===== src/rtl/lane_decoupler_fifo.sv =====
// Lane decoupler: fans each accepted multi-element beat out to NUM_ELEMENTS
// independent lanes, each buffered by its own DEPTH-entry FIFO, so lanes may
// drift up to DEPTH beats apart before back-pressuring the shared input.
//
// Ports
//   clk          sole clock, rising edge
//   rst          synchronous active-high reset
//   in_data_i    per-element payload of the input beat
//   in_keep_i    per-element keep flag of the input beat
//   in_last_i    end-of-packet flag, shared by all elements
//   in_valid_i   input beat valid
//   in_ready_o   input beat ready (registered state only, forced low in reset)
//   out_data_o   per-lane payload at the head of each FIFO
//   out_keep_o   per-lane keep at the head of each FIFO
//   out_last_o   per-lane last at the head of each FIFO
//   out_valid_o  per-lane valid (lane FIFO not empty)
//   out_ready_i  per-lane consumer ready
//   idle_o       all lane FIFOs empty
module lane_decoupler_fifo #(
    parameter type         data_t       = logic [7:0],
    parameter int unsigned NUM_ELEMENTS = 4,
    parameter int unsigned DEPTH        = 4,
    parameter bit          SKIP_EMPTY   = 1'b0
) (
    input  logic                     clk,
    input  logic                     rst,
    input  data_t [NUM_ELEMENTS-1:0] in_data_i,
    input  logic  [NUM_ELEMENTS-1:0] in_keep_i,
    input  logic                     in_last_i,
    input  logic                     in_valid_i,
    output logic                     in_ready_o,
    output data_t [NUM_ELEMENTS-1:0] out_data_o,
    output logic  [NUM_ELEMENTS-1:0] out_keep_o,
    output logic  [NUM_ELEMENTS-1:0] out_last_o,
    output logic  [NUM_ELEMENTS-1:0] out_valid_o,
    input  logic  [NUM_ELEMENTS-1:0] out_ready_i,
    output logic                     idle_o
);

    localparam int unsigned AW = $clog2(DEPTH);
    localparam int unsigned CW = AW + 1;

    logic [NUM_ELEMENTS-1:0] lane_full_q;
    logic [NUM_ELEMENTS-1:0] lane_empty_d;
    logic                    acc;
    logic                    idle_q;

    // Ready looks only at registered full flags; a popping full lane still blocks.
    assign in_ready_o = ~rst & ~(|lane_full_q);
    assign acc        = in_valid_i & in_ready_o;
    assign idle_o     = idle_q;

    for (genvar g = 0; g < NUM_ELEMENTS; g++) begin : g_lane
        data_t         data_mem_q [DEPTH];
        logic          keep_mem_q [DEPTH];
        logic          last_mem_q [DEPTH];
        logic [AW-1:0] wptr_q, wptr_d;
        logic [AW-1:0] rptr_q, rptr_d;
        logic [CW-1:0] occ_q, occ_d;
        logic          valid_q;
        logic          want;
        logic          push;
        logic          pop;

        // Empty elements are skipped only when they do not carry end-of-packet.
        assign want = SKIP_EMPTY ? (in_keep_i[g] | in_last_i) : 1'b1;
        assign push = acc & want;
        assign pop  = valid_q & out_ready_i[g];

        // Pointer and occupancy next state.
        always_comb begin
            wptr_d = wptr_q;
            rptr_d = rptr_q;
            occ_d  = occ_q + CW'(push) - CW'(pop);
            if (push) begin
                wptr_d = wptr_q + AW'(1);
            end
            if (pop) begin
                rptr_d = rptr_q + AW'(1);
            end
        end

        // Control registers; valid and full are kept registered from occ_d.
        always_ff @(posedge clk) begin
            if (rst) begin
                wptr_q         <= '0;
                rptr_q         <= '0;
                occ_q          <= '0;
                valid_q        <= 1'b0;
                lane_full_q[g] <= 1'b0;
            end else begin
                wptr_q         <= wptr_d;
                rptr_q         <= rptr_d;
                occ_q          <= occ_d;
                valid_q        <= (occ_d != '0);
                lane_full_q[g] <= (occ_d == CW'(DEPTH));
            end
        end

        // Payload storage is not reset; stale entries are unreachable after reset.
        always_ff @(posedge clk) begin
            if (push) begin
                data_mem_q[wptr_q] <= in_data_i[g];
                keep_mem_q[wptr_q] <= in_keep_i[g];
                last_mem_q[wptr_q] <= in_last_i;
            end
        end

        assign lane_empty_d[g] = (occ_d == '0);
        assign out_valid_o[g]  = valid_q;
        assign out_data_o[g]   = data_mem_q[rptr_q];
        assign out_keep_o[g]   = keep_mem_q[rptr_q];
        assign out_last_o[g]   = last_mem_q[rptr_q];
    end

    // Idle tracks the next-state occupancy of every lane.
    always_ff @(posedge clk) begin
        if (rst) begin
            idle_q <= 1'b1;
        end else begin
            idle_q <= &lane_empty_d;
        end
    end

endmodule


===== config.mk =====
export PLATFORM = sky130hd
export DESIGN_NAME = lane_decoupler_fifo
export DESIGN_NICKNAME = d
export VERILOG_FILES = /design/src/rtl/lane_decoupler_fifo.sv
export SDC_FILE = /design/constraint.sdc
export NUM_CORES = 1
export LEC_CHECK = 0
export ABC_AREA = 1
export CORE_MARGIN = 3
export CORE_UTILIZATION = 40
export DETAILED_ROUTE_END_ITERATION = 12
export PLACE_DENSITY_LB_ADDON = 0.15
export SYNTH_ARGS = -nofsm -noshare
export SYNTH_HDL_FRONTEND = slang
export SYNTH_SLANG_ARGS = --single-unit

===== constraint.sdc =====
create_clock -name clk -period 4 [get_ports clk]
set_input_delay 0.8 -clock clk [delete_from_list [all_inputs] [get_ports clk]]
set_output_delay 0.8 -clock clk [all_outputs]
set_load 0.005 [all_outputs]

Figure 1. Signal wires on met1 (run 1).
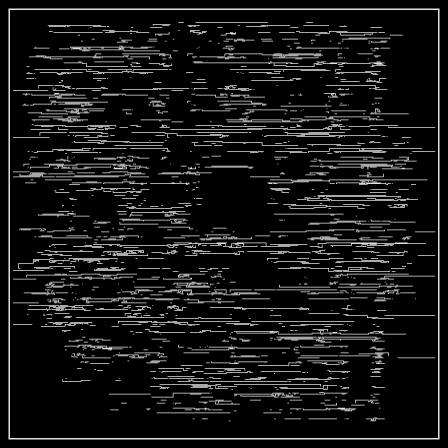
wire length on this layer: 7560 um
share of all routed wire: 47%
main direction: horizontal

Figure 2. Met2 routing (run 1).
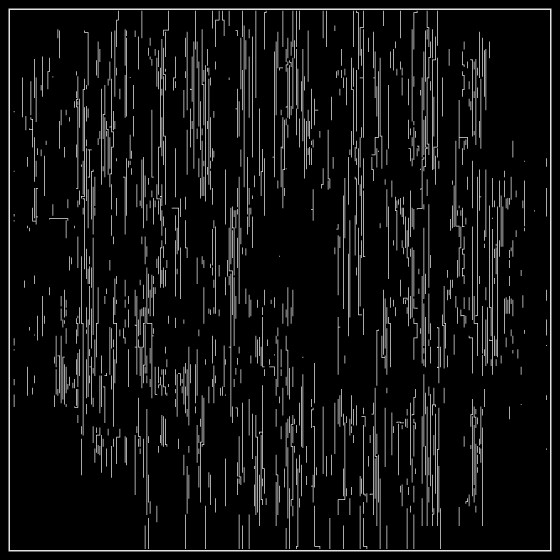
longest straight run: 44.2 um
wire length on this layer: 7730 um
main direction: vertical
nets with wire on the layer: 660
share of all routed wire: 48%
wire length after detailed routing: 16.1 mm
routed vias: 5029

Figure 3. Met3 routing (run 1).
Bar = 50 um. Cells faint in the background.
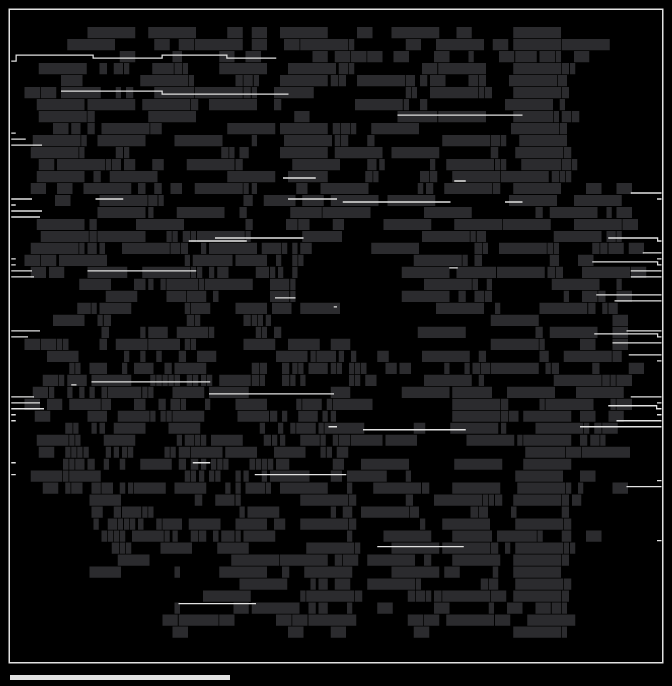
share of all routed wire: 4.0%
longest straight run: 28.5 um
wire length on this layer: 649 um
nets with wire on the layer: 55
routing usage on met3: 0.0267

==> notes.md, run 1 <==
This memo summarizes the results of the implementation run.

Finish
The area of all placed cells without fillers is 10000 um2. For this run, the script counts the antenna cells in the layout as 0. Between the synthesized netlist and the finished layout, the area growth was recorded as 24.6%. The library cells used most frequently in the layout, excluding fill and tap cells, are sky130_fd_sc_hd__edfxtp_1, sky130_fd_sc_hd__nor2_1, sky130_fd_sc_hd__clkdlybuf4s50_1, sky130_fd_sc_hd__o21ai_0, sky130_fd_sc_hd__inv_1. At the end of the flow the core is filled with cells to 0.511. The layout summary lists the proportion of cells stronger than drive strength 1 as 0.0747.

Clock tree
Looking at the worst setup and hold paths, the clock pins of their registers show a slew of 0.06 ns. The clock buffer count from CTS is 22. The clock latency on the worst-skew pair is 0.50 ns.

The quantity of hold-fixing buffers added after cts is 0. The number of clock sinks came to 205.

Flow run
The stage-log warning count is 38.

Worst setup path
Walking the worst path, the cells encountered are buf_4 -> inv_1 -> o21ai_0 -> o22ai_1 -> clkdlybuf4s50_1. Following the worst setup path forward leads to its endpoint at out_data_o[6]. The endpoint kind of the worst setup timing path is an output port. The highest net fanout along the worst path is 21. At the worst endpoint, the arrival time is 2.40 ns. The critical path class is flip-flop to output port.

Timing
The final setup slack of the worst path is 0.797 ns. The setup total negative slack is 0 ns. For this run, the top clock speed supported by timing is 0.312 GHz. The total count of hold-check failures in the final report is 0. The final timing report counts setup violations totalling 0.

Headroom to the max-slew limit came out at 0.566.

Placed design
The cell area after placement is 9300 um2. Timing analysis after detailed placement gives a worst setup slack of 0.790 ns.

Pwr
The peak supply drop is 0.376 mV. The cell-internal power is 4.70 mW. The part of the power in combinational logic is 0.267. Of the total power, registers draw 0.424.

The power report puts the leakage power at 3.70 nW.

Logic synthesis
The count of warnings emitted by yosys is 0. The portion of the post-synthesis area used by sequential elements is 0.708. After synthesis, the share of cell area in mux cells is 0. The area fraction in xor and xnor cells is 0.00435.

GRT
The met2 layer usage reported by global route is 0.245. The number of global-route vias before repair is 5045. The number of antenna violations at the first check in global routing is 0.

Route
The routed length per instance is 15.3 um. The number of design rule violations left after detail routing is 0. The violation tally recorded at the end of detailed-routing iteration 0 is 217.

Worst hold path
In this run the most critical hold path is launched from g_lane[2].rptr_q[0].

Outcome
The run finished with clean final reports.
[run 1: worst max-delay path: cells and delay by family, from the launching register on]
kind                   cells  cell delay (ns)
AND-OR/OR-AND              2             0.40
flip-flops                 1             0.29
buffers and inverters      3             1.22
[run 1: power groups by stage]
stage | clock network (mW) | registers (mW) | logic (mW)
floorplan | 0 | 2.79 | 1.05
global placement | 0 | 2.82 | 1.73
detailed placement | 0 | 2.83 | 1.78
CTS | 2.08 | 2.79 | 1.79
global route | 2.17 | 2.82 | 2.00
finish | 2.02 | 2.78 | 1.75
[run 1: routing by layer]
| metal | vias up | wire (um) |
|---|---|---|
| li1 | 2511 | - |
| met4 | 0 | 170 |
| met2 | 84 | 7730 |
| met1 | 2423 | 7560 |
| met3 | 11 | 648 |
| met5 | - | 0 |
[run 1: area by class of cell]
type	instances	area, um2
fill	1774	9610
sequential	205	5710
multi-input combinational	357	1920
timing repair buffer	111	1060
clock buffer	33	653
tap	265	332
inverter	77	292
clock inverter	7	82.6
[run 1: synth_stat cells (all sizes together)]
| cell type | count | area [um2] |
|---|---|---|
| and2 | 4 | 25.0 |
| nor2 | 131 | 499 |
| ha | 24 | 300 |
| xor2 | 4 | 35.0 |
| nand3 | 8 | 40.0 |
| buf | 7 | 57.6 |
| clkbuf | 23 | 86.3 |
| o21ai | 87 | 435 |
| a21oi | 10 | 50.1 |
| nand4 | 1 | 21.3 |
| inv | 77 | 292 |
| nand2 | 40 | 153 |
| o22ai | 40 | 250 |
| nor3b | 4 | 30.0 |
| dfxtp | 45 | 901 |
| fa | 4 | 80.1 |
| edfxtp | 160 | 4800 |
[run 1: through the flow]
stage               power (mW)  instances
global route              6.98       1055
detailed placement        4.61       1015
CTS                       6.65       1055
finish                    6.56       1055
floorplan                 3.84        669
global placement          4.55       1015
## Run 2: what changed since run 1
Clock period 4 ns to 3.1 ns, I/O delays scaled along.
Figure 4. The metal 4 layer (run 2).
Bar = 50 um.
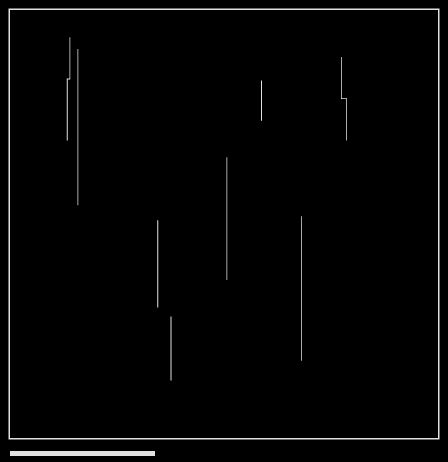
wire length on this layer: 278 um
longest straight run: 53.7 um
nets with wire on the layer: 4
share of all routed wire: 1.7%

==> run 2 against run 1 <==
Core utilization up 0.26 points; largest power group unchanged; combinational power up about 30%; sequential power increased by 29%; cell area is 0.51% higher; synthesized cell count did not move; critical endpoint is now out_last_o[3]; clock-buffer cell count is 1 higher; clock skew down 0.0071 ns; die area unchanged.
==> notes.md, run 2 <==
This memo summarizes the results of the implementation run.

Finish
The share of post-route cells with drive strength above 1 is 0.0805 (was 0.0747). The area of the multi-input gates is 1920 um2 (unchanged). The signed area change from the synthesized netlist to the final layout was 25.2% (was 24.6%).

Clock tree
The clock buffer count from CTS is 23 (was 22). The number of clock sinks is 205 (unchanged). The clock latency on the worst-skew pair is 0.48 ns (was 0.50 ns). The clock slew at the register clock pins of the worst setup and hold paths is 0.06 ns (about the same).

Timing
The setup total negative slack is 0 ns (unchanged). The final setup slack of the worst path was 0.321 ns (was 0.797 ns). The total count of hold-check failures in the final report is 0 (unchanged). The headroom to the max-slew limit is 0.578 (was 0.566). In this build the clock could be raised as far as 0.360 GHz. The final count of negative-setup-slack endpoints came to 0 (unchanged).

Pwr
The leakage power total is 3.73 nW (was 3.70 nW). The peak supply drop is 0.423 mV (was 0.376 mV).

Worst setup path
The worst path buffer plus inverter count is 2 (was 3). The arrival time of the worst setup path is 2.16 ns (was 2.40 ns). The critical path class was flip-flop to output port (unchanged).

Cell Chain, Critical Path: inv_1 -> o21ai_0 -> o22ai_1 -> clkdlybuf4s50_1 (was buf_4 -> inv_1 -> o21ai_0 -> o22ai_1 -> clkdlybuf4s50_1).

Logic synthesis
The share of flip-flops with an asynchronous set or reset after synthesis is 0 (unchanged). Top area cell types: sky130_fd_sc_hd__edfxtp_1, sky130_fd_sc_hd__dfxtp_1, sky130_fd_sc_hd__nor2_1 (unchanged). Commonest cells in the netlist: sky130_fd_sc_hd__edfxtp_1, sky130_fd_sc_hd__nor2_1, sky130_fd_sc_hd__o21ai_0 (unchanged). The proportion of netlist area held by the largest area contributor is 0.596 (unchanged). The number of enable-type register cells in the synthesized netlist was 160 (unchanged). The count of warnings emitted by yosys is 0 (unchanged). The cell with the most instances after synthesis is sky130_fd_sc_hd__edfxtp_1 (unchanged). The portion of the post-synthesis area used by sequential elements is 0.708 (unchanged). The dominant cell type by area after synthesis was sky130_fd_sc_hd__edfxtp_1 (unchanged).

GRT
The number of antenna violations at the first check in global routing was 0 (unchanged).

Worst hold path
The start point of the worst hold path is g_lane[0].rptr_q[0] (was g_lane[2].rptr_q[0]).

Route
The first-iteration detailed-routing DRC count was 280 (was 217). The vias after detailed routing came to 5064 (was 5029). The number of design rule violations left after detail routing came to 0 (unchanged).

Floorplanning
The vertical extent of the die is 148 um (unchanged).

Outcome
Run status: complete, no violations (unchanged).

Placed design
The cell area after placement is 9330 um2 (was 9300 um2). The worst-case setup slack after placement is 0.325 ns (was 0.790 ns).

Flow run
The stage-log warning count came to 38 (unchanged).
Figure 5. Routing congestion (run 2).
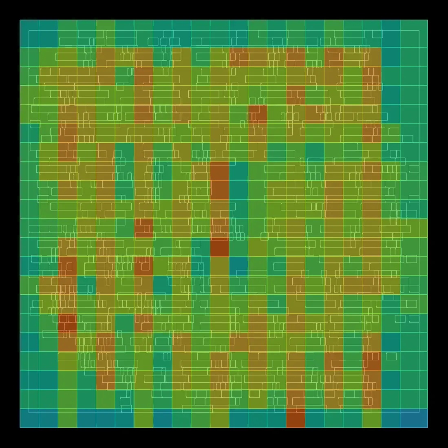
routing usage on met3: 0.0273
final routed wire length divided by cell count: 15.2 um
met1 Use GR: 0.195
global-route track usage on met2: 0.253
highest-utilization routing layer at the global route stage: met2

==> run 2: how the worst max path moves through the flow <==
stage / start / to / cells past startpoint
3_3_place_gp: rst / idle_o / 13
5_1_grt: flip-flop / out_data_o[6] / 4
2_1_floorplan: rst / idle_o / 13
6_report: flip-flop / out_last_o[3] / 4
4_1_cts: flip-flop / out_data_o[6] / 4
3_5_place_dp: rst / idle_o / 13
==> run 2: cell type report <==
cell class,instances,area share
multi-input cells,357,0.190
clock buffers,34,0.0641
clock inverters,7,0.0109
well taps,265,0.0329
repair buffers,115,0.108
flip-flops and latches,205,0.565
inverters,77,0.0289
==> run 2: cell families (layout without fill, tap and decap cells) <==
logic type      Yosys count  count (layout)  share of synthesized area
simple gates            188             188                     0.0953
compound gates          137             137                     0.0913
flops                   205             205                      0.708
xor+xnor                  4               4                    0.00435
buf+inv                 107             233                     0.0540
fa+ha+maj                28              28                     0.0472
==> run 2: power by group <==
part | leakage, nW | internal (mW) | total (mW) | switching, mW
Clock | 0.372 | 1.69 | 2.67 | 0.983
Combinational | 1.54 | 1.05 | 2.28 | 1.23
Sequential | 1.82 | 3.41 | 3.59 | 0.180
Total | 3.73 | 6.15 | 8.54 | 2.39
==> run 2: metal layers <==
metal  part of all wire  routed length, um
met5                  0                  0
met1               0.46               7410
met4              0.017                277
met2               0.48               7730
met3              0.043                686
==> run 2: stage by stage <==
step | util | std cells | power, mW
CTS | 0.513 | 1060 | 8.68
finish | 0.513 | 1060 | 8.54
global placement | 0.475 | 1019 | 5.89
global route | 0.513 | 1060 | 9.09
detailed placement | 0.475 | 1019 | 5.96
floorplan | - | 669 | 4.95
Power and IR drop assume default switching activity.
